Run 1, sequential cells colored by netlist name:
Scale: 8 px per um.
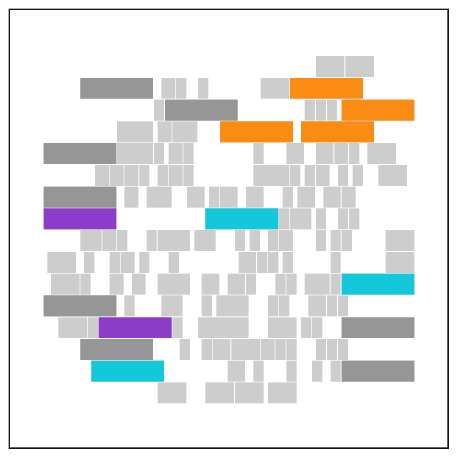
Run 1, routing congestion map:
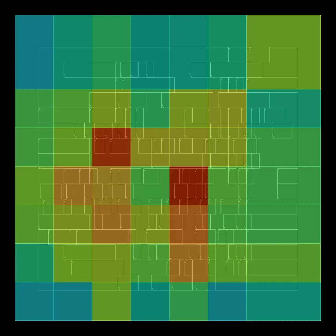
Run 1, gate families picked out:
Scale: 4 px per um.
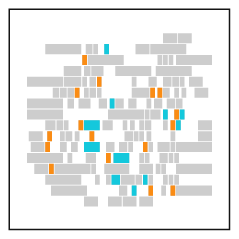
## src/rtl/mux_scan_ctrl.sv

```systemverilog
// mux_scan_ctrl: scans the enabled channels of a downstream 4:1 mux and captures y per channel.
// Ports: clk, rst (async, active high); start/mask request a scan; y is the mux output;
// {s1,s0} select the mux channel; busy is high while settling; sample/valid hand the
// captured bits to the consumer, which takes them with ready.
// Macro SCAN_CONT_EN: when defined, DONE relaunches a scan with the current mask after handoff.
module mux_scan_ctrl #(
  parameter int DWELL = 3,
  parameter int CNT_W = 4
) (
  input  logic       clk,
  input  logic       rst,
  input  logic       start,
  input  logic [3:0] mask,
  input  logic       y,
  output logic       s1,
  output logic       s0,
  output logic       busy,
  output logic [3:0] sample,
  output logic       valid,
  input  logic       ready
);
  localparam int D = (DWELL < 1) ? 1 : DWELL;
  localparam logic [CNT_W-1:0] LAST = CNT_W'(D - 1);
  typedef enum logic [1:0] {IDLE, SETTLE, DONE} state_t;
  state_t state_q, state_d;
  logic [1:0] sel_q, sel_d;
  logic [CNT_W-1:0] cnt_q, cnt_d;
  logic [3:0] mask_q, mask_d, sample_q, sample_d;
  logic busy_q, busy_d, valid_q, valid_d, launch;
  logic [2:0] first, next;
  // Returns {found, index} of the lowest set bit of m at or above position lo.
  function automatic logic [2:0] pick(input logic [3:0] m, input int lo);
    pick = 3'b000;
    for (int i = 3; i >= 0; i--)
      if (m[i] && i >= lo) pick = {1'b1, 2'(i)};
  endfunction
  assign first = pick(mask, 0);
  assign next = pick(mask_q, int'(sel_q) + 1);
  always_comb begin
    state_d = state_q;
    sel_d = sel_q;
    cnt_d = cnt_q;
    mask_d = mask_q;
    sample_d = sample_q;
    launch = 1'b0;
    if (state_q == IDLE) begin
      launch = start && first[2];
    end else if (state_q == SETTLE) begin
      cnt_d = cnt_q + 1'b1;
      if (cnt_q == LAST) begin
        sample_d[sel_q] = y;
        cnt_d = '0;
        if (next[2]) sel_d = next[1:0];
        else state_d = DONE;
      end
    end else if (ready) begin
      state_d = IDLE;
`ifdef SCAN_CONT_EN
      launch = first[2];
`endif
    end
    if (launch) begin
      mask_d = mask;
      sample_d = '0;
      sel_d = first[1:0];
      cnt_d = '0;
      state_d = SETTLE;
    end
    busy_d = state_d == SETTLE;
    valid_d = state_d == DONE;
  end
  always_ff @(posedge clk or posedge rst) begin
    if (rst) begin
      state_q <= IDLE;
      sel_q <= '0;
      cnt_q <= '0;
      mask_q <= '0;
      sample_q <= '0;
      busy_q <= 1'b0;
      valid_q <= 1'b0;
    end else begin
      state_q <= state_d;
      sel_q <= sel_d;
      cnt_q <= cnt_d;
      mask_q <= mask_d;
      sample_q <= sample_d;
      busy_q <= busy_d;
      valid_q <= valid_d;
    end
  end
  assign {s1, s0} = sel_q;
  assign busy = busy_q;
  assign sample = sample_q;
  assign valid = valid_q;
endmodule

```

## config.mk

```make
export PLATFORM = sky130hd
export DESIGN_NAME = mux_scan_ctrl
export DESIGN_NICKNAME = d
export VERILOG_FILES = /design/src/rtl/mux_scan_ctrl.sv
export SDC_FILE = /design/constraint.sdc
export NUM_CORES = 1
export LEC_CHECK = 0
export ABC_AREA = 1
export CAP_MARGIN = 10
export CORE_MARGIN = 4
export CORE_UTILIZATION = 44
export CTS_CLUSTER_DIAMETER = 60
export DETAILED_ROUTE_END_ITERATION = 16
export PLACE_DENSITY = 0.69
export SYNTH_ARGS = -nofsm -noshare
export SYNTH_HDL_FRONTEND = slang
export SYNTH_SLANG_ARGS = --single-unit
```

## constraint.sdc

```tcl
create_clock -name clk -period 1.9 [get_ports clk]
set_clock_uncertainty 0.1 [all_clocks]
set_input_delay 0.38 -clock clk [delete_from_list [all_inputs] [get_ports clk]]
set_output_delay 0.38 -clock clk [all_outputs]
set_load 0.01 [all_outputs]
```

==> flow_metrics.py, run 1 <==
# Synthesis and PnR figures
metrics = {
    "place": {
        "place.gp.congestion": 0.848,
        "dp_hpwl_mm": 1.49,
        "io_buffers": 16,
    },
    "setup_path": {
        "cp.required_ns": 1.42,
        "cp_top_family": "buffers and inverters",
        "critical_path_buf_inv_count": 1,
        "timing.rr.start": "cnt_q[0]",
        "crit_slowest_cell": "clkdlybuf4s50_1",
        "reg2reg_depth": 9,
        "crit_type": "flip-flop to primary output",
        "reg2reg_slack_ns": 0.44,
        "cp.arrival_ns": 1.30,
        "r2r_end": "sample[1]",
        "path_cells": "clkdlybuf4s50_1",
        "slowest_delay_ns": 0.57,
        "startpoint_type": "flip-flop",
        "end_kind": "primary output",
        "crit_path_max_fanout": 6,
    },
    "worst_hold_path": {
        "hp-class": "input pin to asynchronous set/reset pin",
    },
    "detailed_routing": {
        "wire_per_inst_um": 11.2,
        "via_count": 821,
        "drt_iter0_drc": 8,
        "detail_route.drc_violations": 0,
        "via_per_inst": 4.86,
        "drt_wl_total_mm": 1.89,
        "first_pass_iters": 4,
        "antenna_left": 0,
    },
    "synthesis": {
        "yosys.area_share.adder": 0.0261,
        "yosys_cells": 122,
        "ys_sh_aoi": 0.0692,
        "synthDistinctLibCells": 18,
        "synth_area_per_cell_sq_um": 7.86,
        "top_cell_area_share": 0.444,
        "syn_area_sq_um": 958,
        "yosysSeqAreaShare": 0.444,
        "top_area_cell": "dfrtp_1",
        "ys_seq_elements": 17,
        "synthSimpleGateAreaFrac": 0.368,
        "synthMuxAreaShare": 0,
        "ys_warn_count": 0,
        "top_cells_by_area": "dfrtp_1 (44%), nand2_1 (16%), nand4_1 (5.2%), inv_1 (4.7%), nand3_1 (4.2%)",
        "synth_chip_area_sq_um": 958,
        "topCombFamilyByArea": "simple AND/OR/NAND/NOR gates",
        "synthCells": 122,
        "floorplan.nets": 133,
        "synth-xor-area-share": 0.0183,
    },
    "clocking": {
        "post_cts_buffers": 0,
        "ctsResizeCount": 0,
        "clk_pin_slew_ns": 0.09,
        "cts_tree": "built",
        "htreeDepth": 1,
        "cts_root_buf": "clkbuf_4",
        "numCtsBuffers": 3,
        "cts_sinks": 17,
        "clock_latency_ns": 0.29,
        "hold_buffers": 0,
        "clock_path_buffers": 2,
    },
    "sta": {
        "fmax_mhz": 561,
        "finalClockPeriodUsage": 0.937,
        "hold_viol": 0,
        "slew_violations": 0,
        "fin_tns_setup_ns": 0,
        "max_slew_margin": 0.771,
        "final-setup-viol-count": 0,
        "rsz0062_at_grt": "false",
        "worst_slew_pin_slew_ns": 0.343,
        "hold_ws_ns": 0.239,
        "fin_crit_ns": 1.78,
    },
    "run_status": {
        "status": "complete, no violations",
    },
    "grt": {
        "grt-ovfl-total": 0,
        "grt_max_degree": 19,
        "first_global_vias": 809,
        "grt_pass1_wl_mm": 3.37,
        "grt_antenna_before_repair": 0,
    },
    "finish": {
        "area_growth_pct": 22.6,
        "layout_top_cells": "nand2_1 (41), dfrtp_1 (17), clkdlybuf4s50_1 (16)",
        "n_antenna_cell": 0,
        "sh_comb_area": 0.393,
        "drive_gt1_frac": 0.134,
        "buffer_area_frac": 0.143,
        "clock_area_frac": 0.0224,
        "sh_seq_area": 0.362,
        "dominant_cells": "logic gates",
        "sequential_cell_total": 17,
        "nNetsFinal": 154,
        "fillers": 189,
        "clock_buffers": 4,
        "n_all_buffers": 17,
        "inv_count": 16,
        "comb_cells": 88,
        "fin_util": 0.581,
        "comb_area_sq_um": 462,
    },
    "power": {
        "power_density_mw_per_mm2": 1460,
        "switchingPower_uw": 759,
        "combPwrFrac": 0.514,
        "p_int_uw": 960,
        "ir_drop_uv": 866,
        "p_seq_frac": 0.377,
        "pwr-share-clk": 0.109,
        "leakage_uw": 0.000610,
        "power.share.switching": 0.442,
    },
    "run": {
        "warnings": 27,
        "drv_cap": 0,
    },
    "die": {
        "dieArea_sq_mm": 0.00299,
        "pin_count": 17,
        "fp.dieH_um": 54.7,
        "fp-row-count": 16,
        "core_area_sq_mm": 0.00202,
        "fp_util": 0.474,
        "die_w_um": 54.7,
        "num_tap_cells": 27,
    },
}
## Picture notes: 'sequential cells colored by netlist name'
cyan -> mask_q  # flops 3
orange -> sample  # flops 4, where top right
purple -> state_q  # flops 2
not colored = 8
Seq group: 648 uW
Reg area: 425 sq um

## Picture notes: 'routing congestion map'
M2 GR Usage: 0.250
met1 Use GR: 0.195
Total GRT Usage: 0.159

## Picture notes: 'gate families picked out'
orange -> inv cells  # cells 16, most used inv_1
cyan -> nor cells  # cells 11, most used nor2_1, where middle
highest-count logic cell in the final layout: nand2_1
Final Non-Filler Cells: 169

[run 1: metal layers]
metal  track usage  share of wire  up-vias
met4        0.0581         0.0095        0
met3        0.0627          0.054        2
li1              -              -      430
met5             0              0        -
met1         0.195           0.46      365
met2         0.250           0.48       24
[run 1: cell usage after synthesis]
cell      count
nor2_2        1
xor2_1        2
inv_1        12
ha_1          2
buf_6         1
nor2_1        7
nand3_4       1
o21ai_0       5
o21ai_2       1
nand3_1       8
nand2_1      41
inv_2         4
nand2_2       4
nor2_4        3
a21oi_1       4
dfrtp_1      17
o211ai_2      1
nand4_1       8
[run 1: power by group through the flow]
stage          registers [uW]  clock network (uW)  logic [uW]
6_report                  648                 187         884
5_1_grt                   676                 216        1020
4_1_cts                   649                 197         897
3_5_place_dp              657                   0         891
3_3_place_gp              649                   0         877
2_1_floorplan             660                   0         611
[run 1: worst max path at each step]
stage / end / depth (start not counted) / from
after global routing: s0 / 1 / sel_q[0]
after CTS: s0 / 1 / sel_q[0]
after detailed placement: sel_q[0] / 8 / mask[1]
after global placement: sel_q[0] / 8 / mask[3]
after floorplan: sample[0] / 9 / cnt_q[0]
final: s1 / 1 / sel_q[1]
[run 1: stage by stage]
step / area, sq um / worst slack [ns] / power [uW] / instances
floorplan: 958 / 0.574 / 1270 / 122
global placement: 1150 / 0.150 / 1530 / 165
detailed placement: 1150 / 0.0829 / 1550 / 165
CTS: 1170 / 0.103 / 1740 / 169
global route: 1170 / 0.0284 / 1910 / 169
finish: 1170 / 0.119 / 1720 / 169
[run 1: registers in the layout, indices dropped and copies added, names as in the netlist]
signal / cells
busy: 1
cnt_q: 4
sel_q: 2
sample: 4
state_q: 2
valid: 1
mask_q: 3
## Run 2: what changed since run 1
--- a/config.mk
+++ b/config.mk
@@ -11,7 +11,7 @@
 export CORE_UTILIZATION = 44
 export CTS_CLUSTER_DIAMETER = 60
 export DETAILED_ROUTE_END_ITERATION = 16
-export PLACE_DENSITY = 0.69
+export PLACE_DENSITY = 0.71
 export SYNTH_ARGS = -nofsm -noshare
 export SYNTH_HDL_FRONTEND = slang
 export SYNTH_SLANG_ARGS = --single-unit
==> constraint.sdc (replaced) <==
create_clock -name clk -period 1.6 [get_ports clk]
set_clock_uncertainty 0.1 [all_clocks]
set_input_delay 0.32 -clock clk [delete_from_list [all_inputs] [get_ports clk]]
set_output_delay 0.32 -clock clk [all_outputs]
set_load 0.01 [all_outputs]
Run 2, sequential cells colored by netlist name:
Scale: 8 px per um.
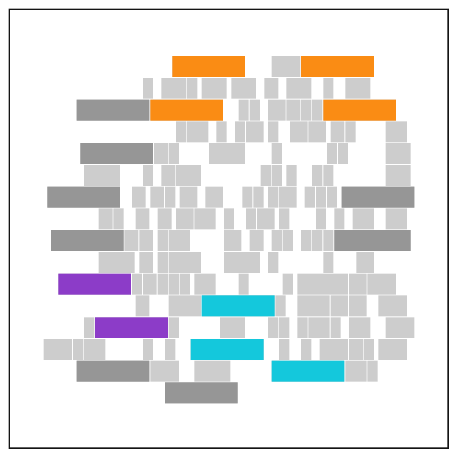
orange -> sample  # flops 4
cyan -> mask_q  # flops 3
purple -> state_q  # flops 2
not colored = 8
Reg area: 427 sq um
Post-Route Utilization: 0.608
Seq group: 747 uW

==> flow_metrics.py, run 2 <==
# Synthesis and PnR figures
metrics = {
    "power": {
        "switchingPower_uw": 932,
        "power.share.switching": 0.448,
        "ir_drop_uv": 1020,
        "pwr-share-clk": 0.110,
        "p_int_uw": 1150,
    },
    "finish": {
        "area_growth_pct": 28.2,
        "layout_top_cells": "nand2_1 (41), dfrtp_1 (16), inv_1 (12)",
        "n_antenna_cell": 0,
        "drive_gt1_frac": 0.188,
    },
    "grt": {
        "grt_pass1_wl_mm": 3.41,
        "grt_util_met2": 0.264,
        "grt.met3_usage": 0.0354,
        "grt-ovfl-total": 0,
        "grt_use_total": 0.158,
        "grt_antenna_before_repair": 0,
    },
    "detailed_routing": {
        "wire_per_inst_um": 11.3,
        "drt_iter0_drc": 12,
        "first_pass_iters": 4,
        "detail_route.drc_violations": 0,
        "via_per_inst": 4.91,
        "antenna_left": 0,
        "via_count": 865,
        "drt_wl_total_mm": 2.00,
    },
    "sta": {
        "final-setup-viol-count": 0,
        "fmax_mhz": 685,
        "fin_ws_ns": 0.140,
        "max_slew_margin": 0.840,
        "hold_ws_ns": 0.226,
        "worst_slew_pin_slew_ns": 0.239,
        "rsz0062_at_grt": "false",
        "fin_crit_ns": 1.46,
        "finalClockPeriodUsage": 0.913,
    },
    "run_status": {
        "status": "complete, no violations",
    },
    "setup_path": {
        "slowest_delay_ns": 0.41,
        "cp.arrival_ns": 1.55,
        "cp.required_ns": 1.69,
        "startpoint_type": "flip-flop",
        "crit_path_max_fanout": 5,
        "crit_type": "flip-flop to flip-flop",
        "cp_top_family": "simple AND/OR/NAND/NOR gates",
        "critical_path_buf_inv_count": 2,
        "path_cells": "buf_4, nor2_1, nand2_1, nand4_1, nand2_1, nand3_1, inv_1",
        "crit_slowest_cell": "dfrtp_2",
    },
    "die": {
        "fp.dieH_um": 54.7,
        "die_w_um": 54.7,
        "fp-row-count": 16,
        "core_area_sq_mm": 0.00202,
    },
    "place": {
        "dpl_cell_area_sq_mm": 0.00119,
        "dp_hpwl_mm": 1.55,
        "io_buffers": 16,
        "dpl_worst_slack_ns": -0.112,
    },
    "synthesis": {
        "common_cells": "nand2_1 (41), dfrtp_1 (17), inv_1 (12)",
        "top_area_cell": "dfrtp_1",
        "edf_count": 0,
        "top_cells_by_area": "dfrtp_1 (44%), nand2_1 (16%), nand4_1 (5.2%), inv_1 (4.7%), nand3_1 (4.2%)",
        "synth_chip_area_sq_um": 958,
        "top_cell_area_share": 0.444,
        "yosysSeqAreaShare": 0.444,
        "syn_area_sq_um": 958,
        "synthDistinctLibCells": 18,
    },
    "clocking": {
        "cts_root_buf": "clkbuf_4",
        "numCtsBuffers": 3,
        "htreeDepth": 1,
        "clock_path_buffers": 2,
        "cts_tree": "built",
        "clk_pin_slew_ns": 0.10,
    },
    "worst_hold_path": {
        "hp-class": "input pin to asynchronous set/reset pin",
    },
    "run": {
        "drv_cap": 0,
    },
}
==> run 2: cell counts after synthesis <==
No cell type changed its count.
==> run 2: final timing paths <==
path | slack [ns] | endpoint | cells after the start | start
max | 0.14 | valid | 7 | sel_q[0]
min | 0.23 | valid | 3 | rst
max reg2reg | 0.14 | valid | 7 | sel_q[0]
min reg2reg | 0.38 | sample[1] | 2 | sample[1]
max in group asynchronous | 0.97 | sel_q[0] | 3 | rst
min in group clk | 0.38 | sample[1] | 2 | sample[1]
==> run 2: kinds of logic (layout without fill, tap and decap cells) <==
logic type / Yosys count / after routing / synth area share
compound gates: 11 / 11 / 0.0692
simple gates: 73 / 73 / 0.368
flops: 17 / 17 / 0.444
buf+inv: 17 / 44 / 0.0744
fa+ha+maj: 2 / 2 / 0.0261
xor+xnor: 2 / 2 / 0.0183
==> run 2: metal layers <==
layer / wire length, um / part of all wire / vias to the layer above
met1: 949 / 0.48 / 405
met3: 78 / 0.039 / 2
li1: - / - / 447
met4: 13 / 0.0065 / 0
met5: 0 / 0 / -
met2: 953 / 0.48 / 11
==> run 2: area by class of cell <==
type | count | area share
Multi-Input combinational cell | 88 | 0.378
Inverter | 16 | 0.0489
Sequential cell | 17 | 0.347
Tap cell | 27 | 0.0275
Timing Repair Buffer | 24 | 0.177
Clock buffer | 4 | 0.0214
==> run 2: repair_timing <==
| action | CTS | global route |
|---|---|---|
| resized | 7 | 3 |
| setup buffers | 2 | 0 |
| setup endpoints to repair | 6 | 6 |
==> run 2: power groups by stage <==
| stage | sequential [uW] | clock, uW | combinational (uW) |
|---|---|---|---|
| after floorplan | 784 | 0 | 725 |
| after global placement | 769 | 0 | 1060 |
| after detailed placement | 778 | 0 | 1100 |
| after CTS | 745 | 240 | 1120 |
| after global routing | 770 | 260 | 1280 |
| final | 747 | 229 | 1100 |
Power and IR drop assume default switching activity.
